`src/rtl/serial_adder.sv`:
```
// serial_adder -- bit-serial WIDTH-bit adder.
//
// One 1-bit full-adder stage plus a registered carry is stepped over the
// operands LSB first, one bit per clock. A word takes WIDTH RUN cycles
// followed by a single DONE cycle, so throughput is one result per WIDTH+1
// cycles. Trades latency for a very small datapath.
//
// Ports:
//   clk        single system clock, rising-edge active
//   rst        synchronous, active-high reset
//   start      request; sampled only when not busy (IDLE or DONE)
//   a, b       WIDTH-bit operands, captured on an accepted start
//   cin        carry-in, captured on an accepted start
//   busy       high while bits are being processed (RUN)
//   done       one-cycle pulse; sum/cout just updated
//   sum        registered WIDTH-bit result, holds until the next completion
//   cout       registered carry-out, holds until the next completion
//   state_dbg  current FSM state (0=IDLE, 1=RUN, 2=DONE) for observation
//
// Handshake: a request is accepted at a rising edge where start=1 and
// busy=0. Once accepted, a/b/cin are ignored until the operation finishes;
// start is ignored while busy=1. done marks the single cycle in which the
// new sum/cout first appear; there is no backpressure on the result.

module serial_adder #(
  parameter int WIDTH = 8
) (
  input  logic             clk,
  input  logic             rst,
  input  logic             start,
  input  logic [WIDTH-1:0] a,
  input  logic [WIDTH-1:0] b,
  input  logic             cin,
  output logic             busy,
  output logic             done,
  output logic [WIDTH-1:0] sum,
  output logic             cout,
  output logic [1:0]       state_dbg
);

  // Counter must hold WIDTH-1 without wrapping; keep at least one bit so
  // the WIDTH=1 build still has a legal vector.
  localparam int CW = (WIDTH > 1) ? $clog2(WIDTH) : 1;
  localparam logic [CW-1:0] LAST_CNT = CW'(WIDTH - 1);

  typedef enum logic [1:0] {
    IDLE = 2'd0,
    RUN  = 2'd1,
    DONE = 2'd2
  } state_e;

  state_e           state_q, state_d;
  logic [WIDTH-1:0] a_q, a_d;
  logic [WIDTH-1:0] b_q, b_d;
  logic [WIDTH-1:0] acc_q, acc_d;   // partial sum, filled from the MSB end
  logic [WIDTH-1:0] sum_q, sum_d;
  logic             carry_q, carry_d;
  logic             cout_q, cout_d;
  logic [CW-1:0]    cnt_q, cnt_d;

  // The 1-bit full-adder cell driven every cycle.
  logic             fa_s;
  logic             fa_c;
  logic [WIDTH-1:0] s_msb;

  always_comb begin
    fa_s = a_q[0] ^ b_q[0] ^ carry_q;
    fa_c = (a_q[0] & b_q[0]) | (carry_q & (a_q[0] ^ b_q[0]));
    // New sum bit placed at the MSB so that after WIDTH right shifts the
    // first (LSB) result bit has landed at bit 0.
    s_msb            = '0;
    s_msb[WIDTH-1]   = fa_s;
  end

  always_comb begin
    state_d = state_q;
    a_d     = a_q;
    b_d     = b_q;
    acc_d   = acc_q;
    sum_d   = sum_q;
    carry_d = carry_q;
    cout_d  = cout_q;
    cnt_d   = cnt_q;

    case (state_q)
      IDLE, DONE: begin
        if (start) begin
          a_d     = a;
          b_d     = b;
          carry_d = cin;
          cnt_d   = '0;
          state_d = RUN;
        end else begin
          state_d = IDLE;
        end
      end

      RUN: begin
        a_d     = a_q >> 1;
        b_d     = b_q >> 1;
        acc_d   = (acc_q >> 1) | s_msb;
        carry_d = fa_c;
        cnt_d   = cnt_q + CW'(1);
        if (cnt_q == LAST_CNT) begin
          // Final bit: publish the completed word and carry together.
          sum_d   = (acc_q >> 1) | s_msb;
          cout_d  = fa_c;
          state_d = DONE;
        end
      end

      default: state_d = IDLE;
    endcase
  end

  always_ff @(posedge clk) begin
    if (rst) begin
      state_q <= IDLE;
      a_q     <= '0;
      b_q     <= '0;
      acc_q   <= '0;
      sum_q   <= '0;
      carry_q <= 1'b0;
      cout_q  <= 1'b0;
      cnt_q   <= '0;
    end else begin
      state_q <= state_d;
      a_q     <= a_d;
      b_q     <= b_d;
      acc_q   <= acc_d;
      sum_q   <= sum_d;
      carry_q <= carry_d;
      cout_q  <= cout_d;
      cnt_q   <= cnt_d;
    end
  end

  assign busy      = (state_q == RUN);
  assign done      = (state_q == DONE);
  assign sum       = sum_q;
  assign cout      = cout_q;
  assign state_dbg = state_q;

endmodule

```
`config.mk`:
```
export PLATFORM = sky130hd
export DESIGN_NAME = serial_adder
export DESIGN_NICKNAME = d
export VERILOG_FILES = /design/src/rtl/serial_adder.sv
export SDC_FILE = /design/constraint.sdc
export NUM_CORES = 1
export LEC_CHECK = 0
export CORE_MARGIN = 2
export CORE_UTILIZATION = 35
export CTS_CLUSTER_SIZE = 16
export DETAILED_ROUTE_END_ITERATION = 7
export PLACE_DENSITY = 0.57
export SLEW_MARGIN = 20
export SYNTH_ARGS = -nofsm -noshare
export SYNTH_HDL_FRONTEND = slang
export SYNTH_SLANG_ARGS = --single-unit
```
`constraint.sdc`:
```
create_clock -name clk -period 1.5 [get_ports clk]
set_clock_uncertainty 0.1 [all_clocks]
set_input_delay 0.225 -clock clk [delete_from_list [all_inputs] [get_ports clk]]
set_output_delay 0.225 -clock clk [all_outputs]
set_load 0.01 [all_outputs]
```
Fig. 1: run 1, where the registers sit
Bar = 20 um. Other sequential cells in the stronger grey, the rest of the logic in the fainter grey.
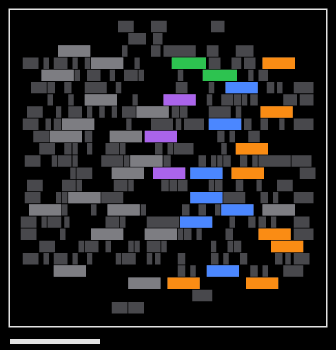
| netlist name | colour | flops |
|---|---|---|
| `cnt_q` | purple | 3 |
| `sum` | orange | 8 |
| `state_dbg` | green | 2 |
| `acc_q` | blue | 7 |
not coloured: 18

Fig. 2: run 1, congestion heat map
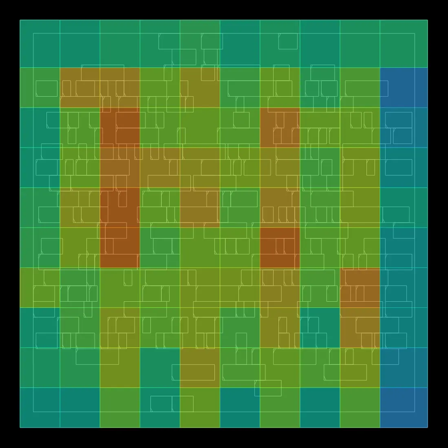
global-route layer with the greatest usage: met2
global-route usage over all layers: 12.9%

Fig. 3: run 1, gate-type map
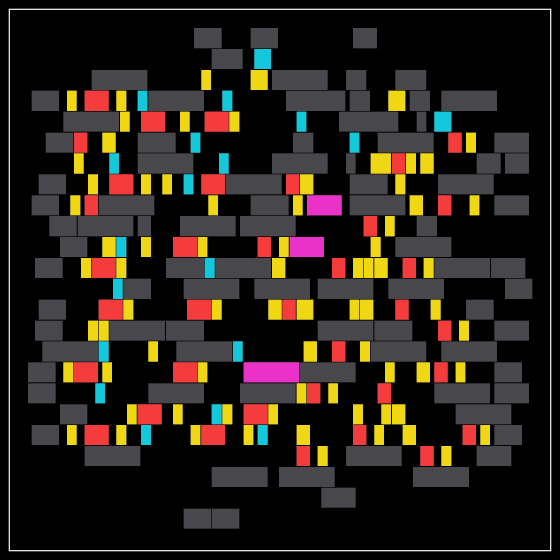
| family | colour | cells | most used |
|---|---|---|---|
| NAND gates | yellow | 75 | nand2_1 |
| adder and majority cells | magenta | 3 | ha_1 |
| NOR gates | cyan | 19 | nor2_1 |
| inverting AOI/OAI gates | red | 36 | a21oi_1 |

Fig. 4: run 1, the metal 3 layer
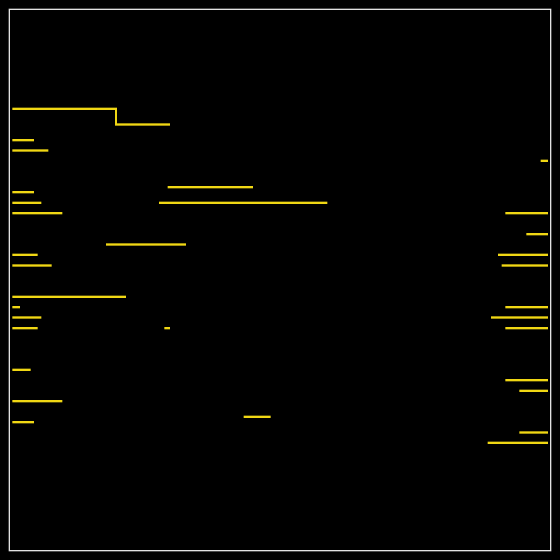
share of all routed wire: 5.9%
longest straight run: 21.6 um
nets with wire on the layer: 30
wire length on this layer: 186 um
routed via count: 1353
grt met3 use: 3.75%

run 1: power breakdown:
part           internal, mW  leakage [nW]  switching [mW]  total (mW)
Sequential             1.06         0.311          0.0295        1.09
Clock                 0.371        0.0482           0.347       0.718
Combinational         0.128         0.518           0.138       0.266
Total                  1.56         0.878           0.514        2.07
run 1: worst reg2reg max path, cell delays in order (launching register included):
cell and delay [ns]:
dfxtp_2 0.34, nand2b_1 0.15, buf_6 0.31, nor2_1 0.09, a311oi_1 0.26
run 1: stage by stage:
step	setup TNS, ns	std cells
finish	0	273
global route	0	273
CTS	0	272
detailed placement	-1.29	264
global placement	-0.838	264
floorplan	0	189
run 1: flip-flops by register name (all words and copies together) (netlist names):
name       flops
b_q            8
acc_q          7
a_q            8
cnt_q          3
sum            8
state_dbg      2
cout           1
carry_q        1
==> out/metrics.json, run 1 <==
{
  "run_status": "complete, no violations",
  "ff2ff_setup_slack_ns": 0.16,
  "drt-wirelength-per-cell_um": 11.5,
  "numClockSinks": 38,
  "inverters_excl_clock": 1,
  "yosys.area_share.aoi_pct": 15.9,
  "seqAreaFraction_pct": 37.7,
  "globalRoute.totalOverflow": 0,
  "yosys-stat-cells": 189,
  "enable_flop_cells": 0,
  "n_clock_buffer": 7,
  "p_leak_nw": 0.878,
  "clk_root_buffer_cell": "clkbuf_8",
  "final_cell_area_um2": 2030,
  "whs_path_depth": 2,
  "critPathBufInv": 1,
  "final.fill_count": 459,
  "drc_errors": 0,
  "grt_first_pass_wirelength_um": 5200,
  "final_layout_top_logic_cells": "nand2_1, dfxtp_1, a21oi_1, clkdlybuf4s50_1, nor2_1",
  "taps": 52,
  "critical_path_peak_fanout": 2,
  "path_depth": 1,
  "die_area_um2": 4940,
  "finalCoreUtilization_pct": 47.2,
  "final_min_period_over_clock_period_pct": 98.2,
  "synth_flops": 38,
  "syn_to_final_growth_pct": 31.6,
  "ff2ff_path_depth": 4,
  "multiInputGateArea_um2": 676,
  "top_post_synthesis_cells_by_count": "nand2_1, dfxtp_1, a21oi_1",
  "antenna_found_initial": 0,
  "tightest_slew_ns": 0.309,
  "nonClockBufferCount": 40,
  "globalRouteMet1Util_pct": 16.8,
  "timing_worst_setup_path_type": "reg -> out",
  "yosys-stat-area_um2": 1540,
  "final_net_count": 243,
  "total_chip_power_mw": 2.07,
  "largest_cells_by_area": "dfxtp_1, nand2_1, a311oi_1",
  "synth_xor_xnor_area_share_pct": 0,
  "crit_slowest_cell": "clkdlybuf4s50_1",
  "warning_count": 26,
  "post_cts.resized_instances": 5,
  "largest_class": "sequential cells",
  "dieWidth_um": 70.3,
  "insertedDiodeCount": 0,
  "drt_first_pass_iters": 4,
  "via_count_of_the_first_global_routing_pass": 1170,
  "routed_wirelength_um": 3150,
  "place.port_buffers": 32,
  "hp-start": "sum[1]$_SDFFE_PP0P_",
  "post_synth.cell_area_avg_um2": 8.14,
  "drive_above_1_share_pct": 8.14,
  "layout.nonclk_buf_share_pct": 21.1,
  "final_hold_viol_count": 0,
  "route.layer.met1.wl_um": 1530,
  "gp_congestion": 0.666,
  "logic_gates": 134,
  "synth.logic.top_family": "simple AND/OR/NAND/NOR gates",
  "vdd_ir_drop_max_mv": 0.588,
  "ctsLongestPathBuffers": 2,
  "place_ws_ns": -0.145,
  "p_per_area_nw_per_um2": 1020,
  "syn-cell-area_um2": 1540,
  "clock_cell_area_share_pct": 4.51,
  "async_flop_share_pct": 0,
  "ys_types": 18,
  "synthDominantAreaCellType": "dfxtp_1",
  "worst_slew_margin_pct": 79.4,
  "tritoncts.num_buffers": 5,
  "synth_top_flop_cell": "dfxtp_1",
  "drt_iter0_markers": 99,
  "r2r_start": "state_dbg[1]$_SDFFE_PP0P_",
  "combined_flip_flop_and_latch_cell_area_um2": 763,
  "regToRegEndpoint": "a_q[5]$_SDFFE_PP0P_",
  "multi_input_logic_portion_of_the_cell_area_pct": 33.4,
  "endpoint_kind_of_the_worst_setup_timing_path": "output pin",
  "postLayoutSetupSlackWorst_ns": 0.0265,
  "postRouteAntennaNets": 0,
  "fmax_ghz": 0.679,
  "cpLargestDelayFamily": "buffers and inverters",
  "crit_arrival_ns": 1.15,
  "yosys.stat.seqShare_pct": 49.4,
  "critical_path_required_ns": 1.17,
  "routed_via_density": 4.96,
  "hold_class": "reg -> reg",
  "hold_ws_ns": 0.352,
  "core_um2": 4290,
  "grt_start_max_net_pins": 44,
  "netlist_instances": 189,
  "chipHeight_um": 70.3,
  "finalSetupViolations": 0,
  "crit_chain": "clkdlybuf4s50_1",
  "synth_top_cell_by_count": "nand2_1",
  "synth_simple_gate_area_share_pct": 25.1,
  "ff_count": 38,
  "cp_slowest_stage_delay_ns": 0.53,
  "fp-row-count": 24,
  "floorplan.initialDensity_pct": 35.8,
  "critical_path.startpoint_type": "flip-flop",
  "dpl-instance-area_um2": 1900,
  "tritoncts": "done",
  "postCtsSetupBuffers": 0,
  "cap_viol_max_count": 0,
  "drv_slew": 0,
  "area_fraction_in_mux_cells_pct": 0,
  "cts.clk_slew.worst_paths_ns": 0.07
}
Fig. 5: run 1, M2 wires
Bar = 20 um.
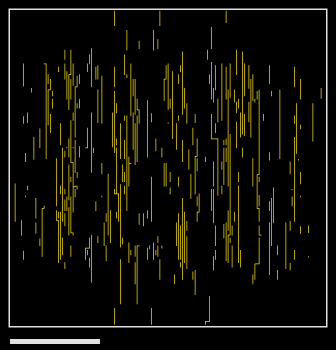

==> inputs of run 2 (changes only) <==
- PLACE_DENSITY: 0.57 -> unset
- PLACE_DENSITY_LB_ADDON: unset -> 0.12
Fig. 6: run 2, M2 wires
Bar = 20 um.
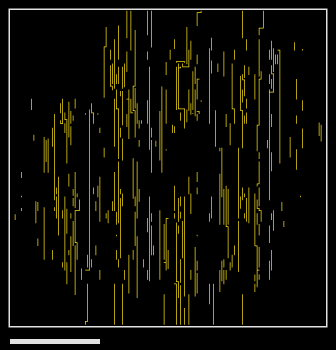
share of all routed wire: 46%
wire length on this layer: 1480 um

Fig. 7: run 2, the metal 3 layer
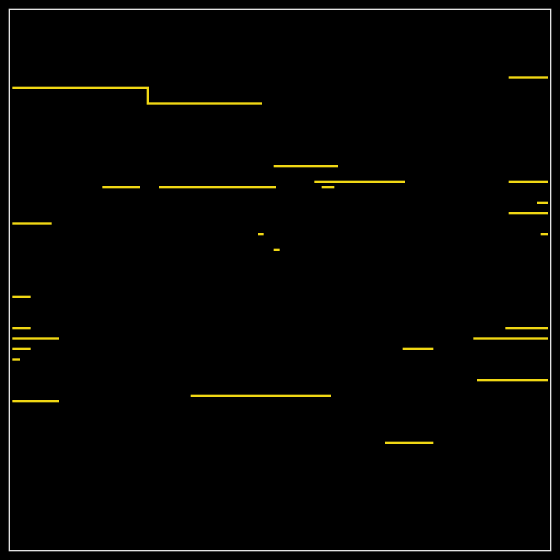
main direction: horizontal
longest straight run: 17.9 um
routed via count: 1347
grt met3 use: 5.05%

Fig. 8: run 2, congestion heat map
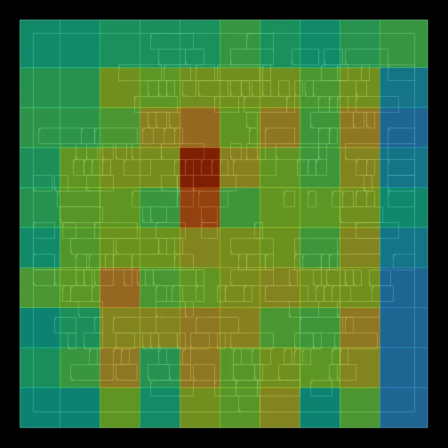
Global Route met2 Usage: 22.1%
global-route usage over all layers: 13.9%
core utilization of the finished layout: 47.6%

==> run 2 against run 1 <==
Net effect:
- global-route usage increased by 1.1 points
- final area increased by 0.86%
- setup slack improved by 0.048 ns
- critical path type unchanged
- critical endpoint is now busy
- count of clock-buffer cells in the layout unchanged
- clock power decreased by 2%
- largest power group unchanged
==> out/metrics.json, run 2 <==
{
  "chipHeight_um": 70.3,
  "syn_to_final_growth_pct": 32.8,
  "timing_worst_setup_path_type": "reg -> out",
  "final_min_period_over_clock_period_pct": 95.1,
  "yosys-stat-cells": 189,
  "routed_wirelength_um": 3210,
  "grt_start_max_net_pins": 44,
  "cts.clk_slew.worst_paths_ns": 0.07,
  "place_ws_ns": -0.148,
  "final_net_count": 244,
  "dpl-instance-area_um2": 1900,
  "drv_slew": 0,
  "pwr-share-clk_pct": 34.1,
  "gp_congestion": 0.730,
  "route.layer.met1.wl_um": 1520,
  "layoutNonFillerInstCount": 274,
  "crit_arrival_ns": 1.10,
  "cp_slowest_stage_delay_ns": 0.36,
  "endpoint_kind_of_the_worst_setup_timing_path": "output pin",
  "regToRegEndpoint": "a_q[5]$_SDFFE_PP0P_",
  "grt.busiest_layer": "met2",
  "worst_slew_margin_pct": 80.2,
  "total_switching_power_uw": 504,
  "finalSetupViolations": 0,
  "numClockSinks": 38,
  "synth_top_cell_by_count": "nand2_1",
  "drt_first_pass_iters": 4,
  "sw_ratio_pct": 24.4,
  "hold_class": "reg -> reg",
  "tritoncts": "done",
  "critical_path_peak_fanout": 4,
  "yosys-stat-area_um2": 1540,
  "enable_flop_cells": 0,
  "top_post_synthesis_cells_by_count": "nand2_1, dfxtp_1, a21oi_1",
  "postLayoutSetupSlackWorst_ns": 0.0742,
  "combinationalPower_uw": 269,
  "r2r_start": "state_dbg[0]$_SDFFE_PP0P_",
  "p_per_area_nw_per_um2": 1010,
  "final_cell_area_um2": 2040,
  "final_hold_viol_count": 0,
  "clk_root_buffer_cell": "clkbuf_8",
  "total_chip_power_mw": 2.07,
  "drt_iter0_markers": 104,
  "insertedDiodeCount": 0,
  "internal_power_mw": 1.56,
  "hold_ws_ns": 0.351,
  "whs_path_depth": 2,
  "synth_top_flop_cell": "dfxtp_1",
  "run_status": "complete, no violations",
  "final_layout_top_logic_cells": "nand2_1, dfxtp_1, a21oi_1",
  "routed_via_density": 4.92,
  "totalNegativeSetupSlack_ns": 0,
  "place.port_buffers": 32,
  "grt_first_pass_wirelength_um": 5430,
  "netlist_instances": 189,
  "tightest_slew_ns": 0.298,
  "fmax_ghz": 0.701,
  "die_area_um2": 4940,
  "post_synth.cell_area_avg_um2": 8.14,
  "floorplan.initialDensity_pct": 35.8,
  "syn-cell-area_um2": 1540,
  "hp-start": "sum[6]$_SDFFE_PP0P_",
  "ctsLongestPathBuffers": 2,
  "maxPowerGroup": "sequential cells",
  "globalRoute.totalOverflow": 0,
  "power.combinational.fraction_pct": 13.0,
  "drc_errors": 0,
  "ys_types": 18,
  "fp-row-count": 24,
  "clock_net_power_uw": 705,
  "synthDominantAreaCellType": "dfxtp_1"
}
## run 2: repair_timing
action                                  in CTS  in global routing
pin swaps                                    0                  1
setup buffers                                0                  2
resized                                      5                 12
endpoints found under the setup margin       4                 34
## run 2: cells by family (layout without fill, tap and decap cells)
logic type | count (synthesis) | count (layout) | synth area share (%)
adders and majority gates | 3 | 3 | 2.93
AOI/OAI and AO/OA | 37 | 37 | 15.9
DFF | 38 | 38 | 49.4
and+or+nand+nor | 94 | 94 | 25.1
buffers and inverters | 17 | 50 | 6.67
## run 2: cell type report
| type | count | area (um2) |
|---|---|---|
| multi-input combinational | 134 | 683 |
| tap | 52 | 65.1 |
| inverter | 1 | 3.75 |
| sequential | 38 | 762 |
| clock buffer | 7 | 86.3 |
| timing repair buffer | 41 | 438 |
| clock inverter | 1 | 5.00 |
| fill | 423 | 2250 |
No activity file was given, so power comes from the tool's default toggle rates.
